<file path="src/rtl/disp_scan_ctrl_if.sv">
// Display controller bus: value/mask load side plus status and pin outputs.
// The controller takes the slave modport; the driver of values takes master.
interface disp_scan_ctrl_if;
    logic [31:0] value_i;
    logic [7:0]  dp_i;
    logic [7:0]  blank_i;
    logic        lz_en_i;
    logic        load_i;
    logic        pending_o;
    logic        frame_o;
    logic [7:0]  disp_an_o;
    logic [7:0]  disp_seg_o;

    modport master (
        output value_i,
        output dp_i,
        output blank_i,
        output lz_en_i,
        output load_i,
        input  pending_o,
        input  frame_o,
        input  disp_an_o,
        input  disp_seg_o
    );

    modport slave (
        input  value_i,
        input  dp_i,
        input  blank_i,
        input  lz_en_i,
        input  load_i,
        output pending_o,
        output frame_o,
        output disp_an_o,
        output disp_seg_o
    );
endinterface

</file>
<file path="src/rtl/disp_scan_ctrl.sv">
// Eight-digit multiplexed seven-segment scanner with frame-boundary
// double buffering of value, decimal points and blank masks.
module disp_scan_ctrl #(
    parameter int REFRESH_DIV = 100_000
) (
    input logic              clk_i,
    input logic              reset_i,
    disp_scan_ctrl_if.slave  bus
);

    localparam int CW = $clog2(REFRESH_DIV);
    localparam logic [CW-1:0] LAST = CW'(REFRESH_DIV - 1);

    typedef struct packed {
        logic [31:0] value;
        logic [7:0]  dp;
        logic [7:0]  blank;
    } frame_t;

    logic [CW-1:0] cnt;
    logic [2:0]    idx;
    logic          tick;
    logic          boundary;
    logic          pending;
    frame_t        shadow;
    frame_t        active;
    frame_t        incoming;
    logic [7:0]    supp;
    logic          lz_run;
    logic          dark;
    logic [7:0]    an_next;
    logic [7:0]    seg_next;
    logic [7:0]    disp_an;
    logic [7:0]    disp_seg;

    function automatic logic [6:0] hex7(input logic [3:0] n);
        unique case (n)
            4'h0: hex7 = 7'h40;
            4'h1: hex7 = 7'h79;
            4'h2: hex7 = 7'h24;
            4'h3: hex7 = 7'h30;
            4'h4: hex7 = 7'h19;
            4'h5: hex7 = 7'h12;
            4'h6: hex7 = 7'h02;
            4'h7: hex7 = 7'h78;
            4'h8: hex7 = 7'h00;
            4'h9: hex7 = 7'h10;
            4'hA: hex7 = 7'h08;
            4'hB: hex7 = 7'h03;
            4'hC: hex7 = 7'h46;
            4'hD: hex7 = 7'h21;
            4'hE: hex7 = 7'h06;
            4'hF: hex7 = 7'h0E;
        endcase
    endfunction

    assign tick     = (cnt == LAST);
    assign boundary = tick && (idx == 3'd7);
    assign incoming = {bus.value_i, bus.dp_i, bus.blank_i};

    // Suppression runs from digit 7 downward and stops at the first nonzero.
    always_comb begin
        supp   = '0;
        lz_run = bus.lz_en_i;
        for (int k = 7; k >= 1; k--) begin
            lz_run  = lz_run && (active.value[4*k +: 4] == 4'h0);
            supp[k] = lz_run;
        end
    end

    always_comb begin
        dark     = active.blank[idx] | supp[idx];
        an_next  = 8'hFF;
        seg_next = 8'hFF;
        if (!dark) begin
            an_next  = ~(8'h01 << idx);
            seg_next = {~active.dp[idx],
                        hex7(active.value[{idx, 2'b00} +: 4])};
        end
    end

    always_ff @(posedge clk_i) begin
        if (reset_i) begin
            cnt      <= '0;
            idx      <= 3'd7;
            pending  <= 1'b0;
            shadow   <= '0;
            active   <= {32'h0, 8'h00, 8'hFF};
            disp_an  <= 8'hFF;
            disp_seg <= 8'hFF;
        end else begin
            cnt <= tick ? '0 : cnt + 1'b1;
            if (tick) begin
                idx <= idx + 3'd1;
            end
            // A load landing on the boundary bypasses the shadow stage.
            if (boundary && bus.load_i) begin
                active <= incoming;
            end else if (boundary && pending) begin
                active <= shadow;
            end
            if (bus.load_i) begin
                shadow <= incoming;
            end
            pending  <= boundary ? 1'b0 : (pending | bus.load_i);
            disp_an  <= an_next;
            disp_seg <= seg_next;
        end
    end

    assign bus.pending_o  = pending;
    assign bus.frame_o    = boundary;
    assign bus.disp_an_o  = disp_an;
    assign bus.disp_seg_o = disp_seg;

endmodule

</file>
<file path="src/flat_wrapper.sv">
// flat-port wrapper written by rule: the top's interface ports become plain ports
module disp_scan_ctrl_flat 
#(
    parameter int REFRESH_DIV = 100_000
)
  (clk_i, reset_i, bus_value_i, bus_dp_i, bus_blank_i, bus_lz_en_i, bus_load_i, bus_pending_o, bus_frame_o, bus_disp_an_o, bus_disp_seg_o);
  disp_scan_ctrl_if bus_i ();
  input logic clk_i;
  input logic reset_i;
  input wire logic [$bits(bus_i.value_i)-1:0] bus_value_i;
  input wire logic [$bits(bus_i.dp_i)-1:0] bus_dp_i;
  input wire logic [$bits(bus_i.blank_i)-1:0] bus_blank_i;
  input wire logic [$bits(bus_i.lz_en_i)-1:0] bus_lz_en_i;
  input wire logic [$bits(bus_i.load_i)-1:0] bus_load_i;
  output wire logic [$bits(bus_i.pending_o)-1:0] bus_pending_o;
  output wire logic [$bits(bus_i.frame_o)-1:0] bus_frame_o;
  output wire logic [$bits(bus_i.disp_an_o)-1:0] bus_disp_an_o;
  output wire logic [$bits(bus_i.disp_seg_o)-1:0] bus_disp_seg_o;
  assign bus_i.value_i = bus_value_i;
  assign bus_i.dp_i = bus_dp_i;
  assign bus_i.blank_i = bus_blank_i;
  assign bus_i.lz_en_i = bus_lz_en_i;
  assign bus_i.load_i = bus_load_i;
  assign bus_pending_o = bus_i.pending_o;
  assign bus_frame_o = bus_i.frame_o;
  assign bus_disp_an_o = bus_i.disp_an_o;
  assign bus_disp_seg_o = bus_i.disp_seg_o;
  disp_scan_ctrl #(.REFRESH_DIV(REFRESH_DIV)) u_core (.clk_i(clk_i), .reset_i(reset_i), .bus(bus_i));
endmodule
</file>
<file path="config.mk">
export PLATFORM = sky130hd
export DESIGN_NAME = disp_scan_ctrl_flat
export DESIGN_NICKNAME = d
export VERILOG_FILES = /design/src/rtl/disp_scan_ctrl_if.sv /design/src/rtl/disp_scan_ctrl.sv /design/src/flat_wrapper.sv
export SDC_FILE = /design/constraint.sdc
export NUM_CORES = 1
export LEC_CHECK = 0
export ABC_AREA = 1
export CORE_MARGIN = 8
export CORE_UTILIZATION = 55
export DETAILED_ROUTE_END_ITERATION = 8
export PLACE_DENSITY_LB_ADDON = 0.12
export SETUP_SLACK_MARGIN = 0.05
export SYNTH_ARGS = -nofsm -noshare
export SYNTH_HDL_FRONTEND = slang
export SYNTH_SLANG_ARGS = --single-unit
</file>
<file path="constraint.sdc">
create_clock -name clk_i -period 5.4 [get_ports clk_i]
set_input_delay 1.08 -clock clk_i [delete_from_list [all_inputs] [get_ports clk_i]]
set_output_delay 1.08 -clock clk_i [all_outputs]
set_load 0.005 [all_outputs]
</file>
Cells by drive strength:
Scale: 4 px per um.
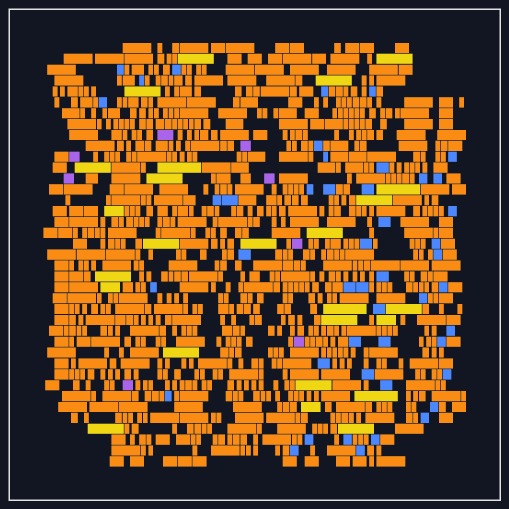
- blue: drive 2 (cells 46; share 4.8%; most used or2_2)
- yellow: drive 6 and up (cells 25; share 2.6%; most used clkbuf_16)
- orange: drive 1 or less (cells 885; share 92%; most used nand2_1)
- purple: drive 3 to 4 (cells 8; share 0.83%; most used buf_4)

Metal 2:
Scale: 3 px per um.
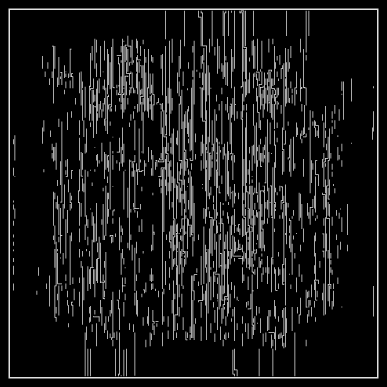
- nets with wire on the layer: 774
- wire length on this layer: 6490 um
- main direction: vertical
- share of all routed wire: 45%
- longest straight run: 39.8 um

Zoomed window:
Window x 49 to 74, y 49 to 74 um. Cells in gray, sequential cells in the stronger gray; small squares are vias.
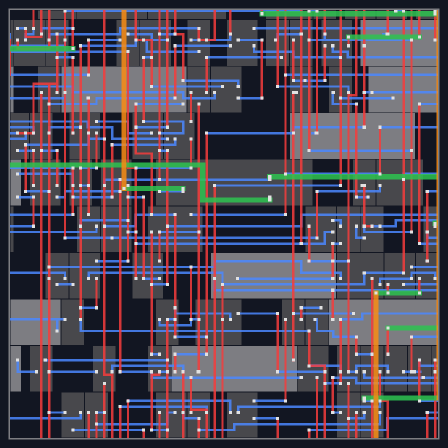
- green: met3
- blue: met1
- red: met2
- orange: met4
- cells with their middle in the window: 64
- sequential cells in the window: 7
- netlist names of flops here include: `u_core.active` (6), `u_core.shadow` (1)
- most frequent: nand2_1 (19), nand3_1 (10), nor2_1 (9)

Register map, names as in the netlist:
Scale: 3 px per um. Other sequential cells in the stronger gray, the rest of the logic in the fainter gray.
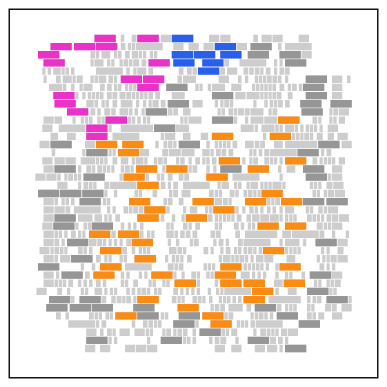
- orange: `u_core.active` (placed flops 48)
- magenta: `u_core.cnt` (placed flops 17; where upper left)
- blue: `u_core.bus.disp_an_o` (placed flops 8; where top center)
- not colored: 60

Routing congestion:
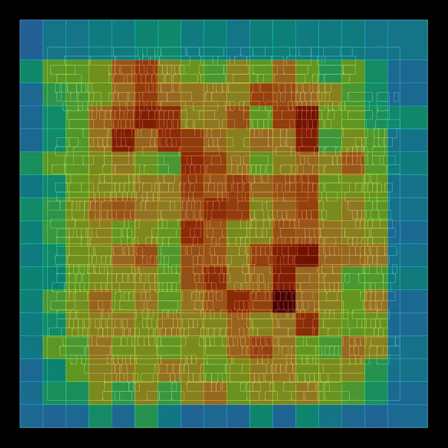
drt wl/cell: 12.89 um
busiest metal layer after global routing: met2
Tot GR Track Use: 0.2025
Layout Utilization: 0.6708

==> changes_impl.md <==
## Flow update

* Net switching power figure at between 0.4 and 0.5 mW
* First-pass GRT wire length at 24450 um
* M2 GR Usage at 0.3341
* Largest net degree at the start of global routing at about 56
* Top Layer Used: met4
* Vias in the first global route at approximately 5400
* R2R Path Start: u_core.idx[1]
* Final min period at between 3 and 4 ns
* Clock sink total at 133
* DRC errors left at 0
* Buffer levels on the longest clock path at 2
* Power Combinational at between 0.1 and 0.15 mW
* Multi-input logic cell count at 607
* Post-synthesis adder-cell area fraction at 0.02614
* Unique masters post-synth at 31
* H-tree levels at 4
* Top cell category: logic gates
* Worst min path class: flip-flop to flip-flop
* WL met3 at between 800 and 900 um
* Worst hold stages at 1
* RSZ-0062 raised after global routing: false
* Crit-path cells: ha_1, ha_1, nand2_1, inv_1, clkdlybuf4s50_1
* Power in sequential cells at around 1.0 mW
* Clock buf/inv share at 0.08426
* Die W at between 100 and 150 um
* CP max-delay cell: dfxtp_1
* RD Place Congestion at 0.9076
* Final wirelength at around 14000 um
* Die H at 122.4 um
* Flip-flops at roughly 130
* Tap Count at about 140
* Post-synth regs at 133
* WP buf/inv at 2
* Die area at between 0.01 and 0.015 mm2
* Non-clock buffers at approximately 76
* Most common cell in the synthesized netlist: nand2_1
* Global routing usage on met3 at 0.05612
* Max VDD drop at around 280 uV
* Relative slew slack at 0.3437
* Top power group: clock
* Flop share of the area at 0.3537
* Late-Pin Clk Latency at between 0.4 and 0.5 ns
* Top cell type's share of synthesized area at 0.4279
* Comb/total area at 0.3818
* Endpoints failing hold at 0
* Clock net power at about 1.2 mW
* Post-CTS Resized at 0
* Post-Syn Area at between 0.006 and 0.007 mm2
* Arr. time, crit path at around 2.5 ns
* Ys cells at about 900
* R2R Setup Slk at 2.55 ns
* Inverters at around 120
* Post-synth top flop: dfxtp_1
* DP HPWL at 9888 um
* Remaining Overflow, GRT at 0
* Router iterations before antenna repair at 7
* Vias at about 5600
* Pwr Total at approximately 2.4 mW
* Skew final at about 0.008 ns
* Placeable Area at around 0.011 mm2
* CTS root buf: clkbuf_16
* Crit path capture: bus_frame_o
* Dominant cell type by area after synthesis: dfxtp_1
* Post-CTS Setup Inserts at 0
* Peak Freq at approximately 0.28 GHz
* Reg2reg end: u_core.active[10]
* Hold wc startpoint: u_core.cnt[0]
* ANT cells at 0
* Buffers on Ports at ~69
* Fin. max-slew vios at 0
* Logic area at approximately 0.0029 mm2
* # setup viols final at 0
* Biggest area cells: dfxtp_1 43%, nand2_1 17%, inv_1 6.8%
* Status: complete, no violations
* Basic Gates by Area at 0.3034
Power and IR drop assume default switching activity.
